--- config.mk ---
export PLATFORM = sky130hd
export DESIGN_NAME = dmem_arbiter_flat
export DESIGN_NICKNAME = d
export VERILOG_FILES = /design/src/rtl/dmem_arbiter_pkg.sv /design/src/rtl/dmem_arbiter_if.sv /design/src/rtl/dmem_arbiter_rr_pick2.sv /design/src/rtl/dmem_arbiter.sv /design/src/flat_wrapper.sv
export SDC_FILE = /design/constraint.sdc
export NUM_CORES = 1
export LEC_CHECK = 0
export CAP_MARGIN = 20
export CELL_PAD_IN_SITES_DETAIL_PLACEMENT = 0
export CELL_PAD_IN_SITES_GLOBAL_PLACEMENT = 1
export CORE_ASPECT_RATIO = 1.2
export CORE_MARGIN = 2
export CORE_UTILIZATION = 25
export CTS_CLUSTER_DIAMETER = 30
export DETAILED_ROUTE_END_ITERATION = 16
export PLACE_DENSITY_LB_ADDON = 0.1
export SYNTH_ARGS = -nofsm -noshare
export SYNTH_HDL_FRONTEND = slang
export SYNTH_SLANG_ARGS = --single-unit
--- constraint.sdc ---
create_clock -name clk -period 1.5 [get_ports clk]
set_input_delay 0.15 -clock clk [delete_from_list [all_inputs] [get_ports clk]]
set_output_delay 0.15 -clock clk [all_outputs]
set_load 0.005 [all_outputs]
--- src/rtl/dmem_arbiter_pkg.sv ---
// Shared types and helpers for the two-port data-memory arbiter.
package dmem_arb_pkg;

    localparam int NUM_PORTS     = 2;
    localparam int DEF_MEM_WORDS = 64;

    typedef enum logic [1:0] {
        ST_IDLE   = 2'd0,
        ST_ACCESS = 2'd1,
        ST_RESP   = 2'd2
    } arb_state_t;

    // An access is rejected when it is not word aligned or falls past the
    // end of the attached memory. The address is widened so any AW fits.
    function automatic logic addr_err(input logic [63:0] addr,
                                      input int unsigned mem_words);
        logic [63:0] limit;
        limit = 64'(mem_words) << 2;
        return (addr[1:0] != 2'b00) || (addr >= limit);
    endfunction

endpackage

--- src/rtl/dmem_arbiter_if.sv ---
// Requester-side bus of the data-memory arbiter: both ports' request
// signals plus the shared response.
interface dmem_arbiter_if
    import dmem_arb_pkg::*;
#(
    parameter int DW = 32,
    parameter int AW = 32
);

    logic [NUM_PORTS-1:0]    req;
    logic [NUM_PORTS-1:0]    we;
    logic [NUM_PORTS*AW-1:0] addr;
    logic [NUM_PORTS*DW-1:0] wdata;
    logic [NUM_PORTS-1:0]    ack;
    logic [NUM_PORTS-1:0]    err;
    logic [DW-1:0]           rdata;

    modport master (
        output req, we, addr, wdata,
        input  ack, err, rdata
    );

    modport slave (
        input  req, we, addr, wdata,
        output ack, err, rdata
    );

endinterface

--- src/rtl/dmem_arbiter_rr_pick2.sv ---
// Combinational 2-way round-robin picker. On a tie the port that was not
// served last wins.
module rr_pick2 (
    input  logic [1:0] req_i,
    input  logic       rr_last_i,
    output logic       valid_o,
    output logic       winner_o
);

    // Single requester wins outright; a tie goes to the other port.
    always_comb begin
        valid_o  = |req_i;
        winner_o = 1'b0;
        if (req_i == 2'b11) begin
            winner_o = ~rr_last_i;
        end else begin
            winner_o = req_i[1];
        end
    end

endmodule

--- src/rtl/dmem_arbiter.sv ---
// Shares a single-ported data memory between the core port (0) and a
// debug/DMA port (1). Each request gets one memory cycle, then a one-cycle
// ack with registered read data and an error flag.
//
// state     | meaning
// ----------+------------------------------------------------------------
// ST_IDLE   | no access in flight; arbitrate on raw req
// ST_ACCESS | latched command drives the memory for this single cycle
// ST_RESP   | ack/err to owner; arbitrate on req with owner masked off
module dmem_arbiter
    import dmem_arb_pkg::*;
#(
    parameter int MEM_WORDS = DEF_MEM_WORDS,
    parameter int DW        = 32,
    parameter int AW        = 32
) (
    input  logic           clk,
    input  logic           rst_n,
    dmem_arbiter_if.slave  bus,
    output logic [AW-1:0]  mem_addr,
    output logic [DW-1:0]  mem_wd,
    output logic           mem_we,
    input  logic [DW-1:0]  mem_rd
);

    arb_state_t    state_q, state_d;
    logic          owner_q, owner_d;
    logic          rr_last_q, rr_last_d;
    logic          cmd_we_q, cmd_we_d;
    logic          cmd_err_q, cmd_err_d;
    logic [AW-1:0] cmd_addr_q, cmd_addr_d;
    logic [DW-1:0] cmd_wdata_q, cmd_wdata_d;
    logic [DW-1:0] rdata_q, rdata_d;

    logic [1:0]    pick_req;
    logic          pick_valid;
    logic          pick_win;
    logic          win_we;
    logic [AW-1:0] win_addr;
    logic [DW-1:0] win_wdata;

    // The owner still holds req during its ack cycle, so it is masked out
    // to keep it from being served twice.
    assign pick_req = (state_q == ST_RESP) ? (bus.req & ~(2'b01 << owner_q))
                                           : bus.req;

    rr_pick2 u_pick (
        .req_i     (pick_req),
        .rr_last_i (rr_last_q),
        .valid_o   (pick_valid),
        .winner_o  (pick_win)
    );

    assign win_we    = pick_win ? bus.we[1] : bus.we[0];
    assign win_addr  = pick_win ? bus.addr[2*AW-1:AW]  : bus.addr[AW-1:0];
    assign win_wdata = pick_win ? bus.wdata[2*DW-1:DW] : bus.wdata[DW-1:0];

    // State register and command/response registers.
    always_ff @(posedge clk or negedge rst_n) begin
        if (!rst_n) begin
            state_q     <= ST_IDLE;
            owner_q     <= 1'b0;
            rr_last_q   <= 1'b1;
            cmd_we_q    <= 1'b0;
            cmd_err_q   <= 1'b0;
            cmd_addr_q  <= '0;
            cmd_wdata_q <= '0;
            rdata_q     <= '0;
        end else begin
            state_q     <= state_d;
            owner_q     <= owner_d;
            rr_last_q   <= rr_last_d;
            cmd_we_q    <= cmd_we_d;
            cmd_err_q   <= cmd_err_d;
            cmd_addr_q  <= cmd_addr_d;
            cmd_wdata_q <= cmd_wdata_d;
            rdata_q     <= rdata_d;
        end
    end

    // Next-state logic: latch a winner from IDLE or RESP, capture read data in ACCESS.
    always_comb begin
        state_d     = state_q;
        owner_d     = owner_q;
        rr_last_d   = rr_last_q;
        cmd_we_d    = cmd_we_q;
        cmd_err_d   = cmd_err_q;
        cmd_addr_d  = cmd_addr_q;
        cmd_wdata_d = cmd_wdata_q;
        rdata_d     = rdata_q;

        case (state_q)
            ST_IDLE, ST_RESP: begin
                state_d = ST_IDLE;
                if (pick_valid) begin
                    state_d     = ST_ACCESS;
                    owner_d     = pick_win;
                    rr_last_d   = pick_win;
                    cmd_we_d    = win_we;
                    cmd_addr_d  = win_addr;
                    cmd_wdata_d = win_wdata;
                    cmd_err_d   = addr_err(64'(win_addr), MEM_WORDS);
                end
            end
            ST_ACCESS: begin
                state_d = ST_RESP;
                rdata_d = (!cmd_we_q && !cmd_err_q) ? mem_rd : '0;
            end
            default: state_d = ST_IDLE;
        endcase
    end

    // Memory drive comes straight from the command registers; the write
    // strobe is decoded from state so reset kills it immediately.
    assign mem_addr = cmd_addr_q;
    assign mem_wd   = cmd_wdata_q;
    assign mem_we   = (state_q == ST_ACCESS) && cmd_we_q && !cmd_err_q;

    assign bus.ack   = (state_q == ST_RESP) ? (2'b01 << owner_q) : 2'b00;
    assign bus.err   = (state_q == ST_RESP && cmd_err_q) ? (2'b01 << owner_q) : 2'b00;
    assign bus.rdata = rdata_q;

endmodule
--- src/flat_wrapper.sv ---
// flat-port wrapper written by rule: the top's interface ports become plain ports
module dmem_arbiter_flat import dmem_arb_pkg::*;
#(
    parameter int MEM_WORDS = DEF_MEM_WORDS,
    parameter int DW        = 32,
    parameter int AW        = 32
)
  (clk, rst_n, mem_addr, mem_wd, mem_we, mem_rd, bus_req, bus_we, bus_addr, bus_wdata, bus_ack, bus_err, bus_rdata);
  dmem_arbiter_if #(.DW(DW), .AW(AW)) bus_i ();
  input  logic clk;
  input  logic rst_n;
  output logic [AW-1:0] mem_addr;
  output logic [DW-1:0] mem_wd;
  output logic mem_we;
  input  logic [DW-1:0] mem_rd;
  input wire logic [$bits(bus_i.req)-1:0] bus_req;
  input wire logic [$bits(bus_i.we)-1:0] bus_we;
  input wire logic [$bits(bus_i.addr)-1:0] bus_addr;
  input wire logic [$bits(bus_i.wdata)-1:0] bus_wdata;
  output wire logic [$bits(bus_i.ack)-1:0] bus_ack;
  output wire logic [$bits(bus_i.err)-1:0] bus_err;
  output wire logic [$bits(bus_i.rdata)-1:0] bus_rdata;
  assign bus_i.req = bus_req;
  assign bus_i.we = bus_we;
  assign bus_i.addr = bus_addr;
  assign bus_i.wdata = bus_wdata;
  assign bus_ack = bus_i.ack;
  assign bus_err = bus_i.err;
  assign bus_rdata = bus_i.rdata;
  dmem_arbiter #(.MEM_WORDS(MEM_WORDS), .DW(DW), .AW(AW)) u_core (.clk(clk), .rst_n(rst_n), .bus(bus_i), .mem_addr(mem_addr), .mem_wd(mem_wd), .mem_we(mem_we), .mem_rd(mem_rd));
endmodule
Metal 1:
Supply wires on this layer in gray.
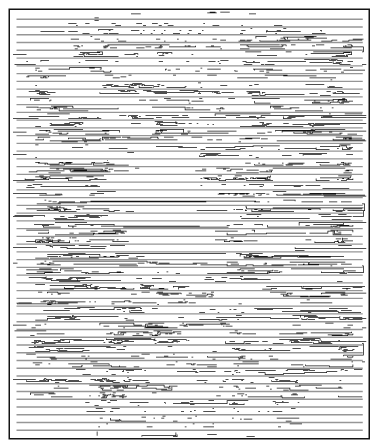
wire length on this layer: 6220 um
nets with wire on the layer: 728

The metal 2 layer:
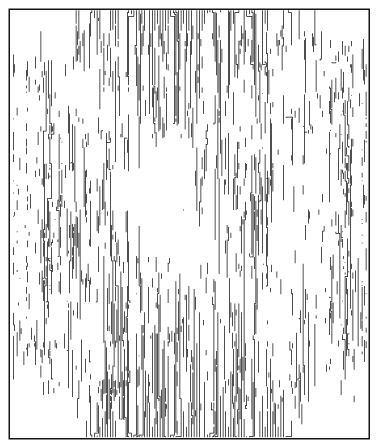
main direction: vertical
longest straight run: 63.7 um
share of all routed wire: 52%

Signal wires on met3:
Scale bar: 50 um.
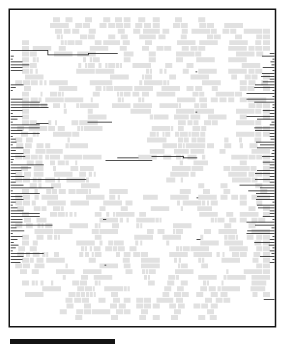
main direction: horizontal
longest straight run: 35.6 um
nets with wire on the layer: 145
share of all routed wire: 6.2%
wire length on this layer: 946 um

Met4 routing:
Supply wires on this layer in gray.
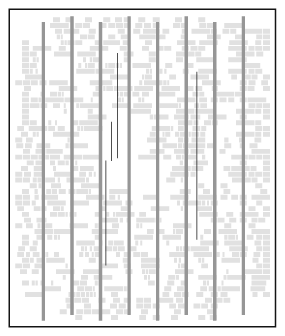
share of all routed wire: 1.3%
nets with wire on the layer: 2

Clock wiring as the flow saved it:
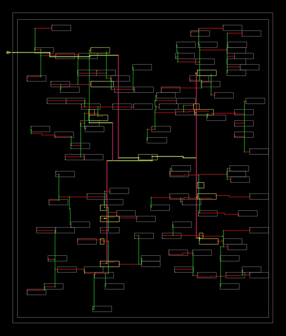
clock network power: 2390 uW
clk_skew: 0.00781 ns
CTS Buf Count: 9
# clk buffers: 9

==> impl_metrics.toml <==
# implementation run metrics
[pwr]
swShare_pct = 32.2
internal_power_uw = 9730
pwr-share-clk_pct = 16.6
maxPowerGroup = "combinational cells"
switchingPower_uw = 4630
p_seq_uw = 4730
combPwrFrac_pct = 50.5
p_per_area_nw_per_um2 = 1720
comb_power_uw = 7240
ir_drop_mv = 0.605
p_leak_uw = 0.00364

[global_routing]
grt-ovfl-total = 0
track_usage_pct = 15.1
grt_pass1_vias = 3997

[synthesis]
syn-instance-count = 401
ys_cells = 401
synth-seq-cells = 102
fp_nets = 567
synth_cell_types = 26
syn_area_per_cell_um2 = 11.1
synth_seq_share_pct = 57.4
ys_warn_count = 0

[floorplan]
dieArea_um2 = 18900
rows = 53
io_pins = 267
core_um2 = 17500

[layout]
fin_area_um2 = 8370
fin_cells = 918
antennaDiodeCount = 0
final_nets = 859
drive_above_1_share_pct = 14.2
postLayoutCoreUtil_pct = 47.8

[clock_network]
cts-htree-levels = 3
cts.sinks = 102
cts-hold-fix-buffers = 1
clk_pin_slew_ns = 0.07
cts_setup_buffers = 2

[routing]
drc_errors = 0
wl_per_cell_um = 16.7
antenna_left = 0
dr.pass1.iters = 4
via_per_inst = 4.47
vias = 4103

[final_timing]
setup_viol = 101
worst_slew_pin_slew_ns = 0.388
finalClockPeriodUsage_pct = 115
layout_min_cycle_time_ns = 1.73
final_hold_viol_count = 0
layout_setup_ws_ns = -0.228

[worst_setup_path]
cp_max_fo = 9
cpLargestDelayFamily = "AND-OR/OR-AND gates"
cp_data_required_time_ns = 1.73
worstPathArrival_ns = 1.96
max_stage_delay_ns = 0.40
path_class = "reg2reg"
slowest_stage = "dfrtp_1"
path_cells = "and3b_1 -> a311o_2 -> buf_12 -> clkbuf_16 -> mux2i_2 -> o21ai_1"
path_buffers = 2

[place]
placed_cells = 884
dpl.hpwl_mm = 11.0
io_buffers = 266
place_area_um2 = 7550

[flow_run]
warnings = 29

[status]
status = "finished with violations"
violations = "negative setup slack"

[worst_hold_path]
hp-class = "in2async"
==> routing by layer <==
metal | vias to the layer above | GRT usage [%] | routed length [um]
met3 | 12 | 3.80 | 945
met4 | 0 | 5.60 | 197
li1 | 2033 | - | -
met1 | 1904 | 18.4 | 6220
met2 | 154 | 25.9 | 7990
met5 | - | 0 | 0
==> final cells by class <==
type | count | area, um2
clock inverter | 7 | 72.6
clock buffer | 9 | 225
tap | 220 | 275
fill | 1668 | 9140
sequential | 102 | 2550
inverter | 4 | 15.0
timing repair buffer | 310 | 3250
multi-input combinational | 266 | 1980
==> metrics by stage <==
stage               worst slack, ns  setup TNS, ns  hold WS [ns]  total power [uW]
floorplan                    -0.105          -2.90        -0.146              7130
global route                 -0.282         -21.02         0.347             15300
finish                       -0.228         -13.23         0.318             14400
global placement             -0.358         -21.71         0.158             11000
detailed placement           -0.378         -24.42         0.162             11100
CTS                          -0.204         -10.36         0.327             13800
==> logic make-up after synthesis <==
logic type	Yosys count	synth area share, %
buf+inv	34	3.51
compound gates	103	14.7
mux	65	14.6
simple gates	97	9.76
flops	102	57.4
==> path summary, 6_finish.rpt <==
path | startpoint | end | slack, ns | cells after the start
worst max-delay path | u_core.owner_q$_DFFE_PN0P_ | u_core.mem_addr[12]$_DFFE_PN0P_ | -0.23 | 6
worst min-delay path | rst_n | u_core.bus.rdata[3]$_DFFE_PN0P_ | 0.32 | 3
worst max register to register | u_core.owner_q$_DFFE_PN0P_ | u_core.mem_addr[12]$_DFFE_PN0P_ | -0.23 | 6
worst min register to register | u_core.rr_last_q$_DFFE_PN1P_ | u_core.rr_last_q$_DFFE_PN1P_ | 0.48 | 2
max in group asynchronous | rst_n | u_core.rr_last_q$_DFFE_PN1P_ | 0.84 | 3
min in group clk | mem_rd[25] | u_core.bus.rdata[25]$_DFFE_PN0P_ | 0.40 | 2
==> cells in the mapped netlist <==
cell type / n / area share [%]
nand3_1: 2 / 0.22
and3b_1: 1 / 0.20
nor3_2: 1 / 0.22
inv_1: 4 / 0.34
o21ai_0: 60 / 6.7
clkbuf_1: 16 / 1.3
nor3_1: 1 / 0.11
and2_1: 2 / 0.28
nand2_1: 68 / 5.7
o221ai_1: 1 / 0.20
mux2i_1: 65 / 15
nand4_1: 2 / 0.28
nor2_1: 3 / 0.25
buf_1: 1 / 0.084
a21boi_0: 1 / 0.17
nor3b_1: 2 / 0.34
nand2b_1: 3 / 0.42
dfstp_2: 1 / 0.59
a311o_1: 1 / 0.22
o21ai_1: 7 / 0.79
buf_2: 11 / 1.2
o31ai_2: 1 / 0.28
buf_6: 2 / 0.51
nor4_1: 12 / 1.7
a22o_1: 32 / 6.3
dfrtp_1: 101 / 57
==> layout by cell type, fill, tap and decap left out, drive strengths merged, types with 3 or more instances in the layout <==
| master | n |
|---|---|
| a22o | 32 |
| buf | 42 |
| clkbuf | 15 |
| clkdlybuf4s50 | 260 |
| clkinv | 3 |
| dfrtp | 101 |
| inv | 5 |
| mux2i | 65 |
| nand2 | 68 |
| nand2b | 3 |
| nor2 | 3 |
| nor4 | 12 |
| o21ai | 67 |
Power is estimated from default activity; no workload was simulated.
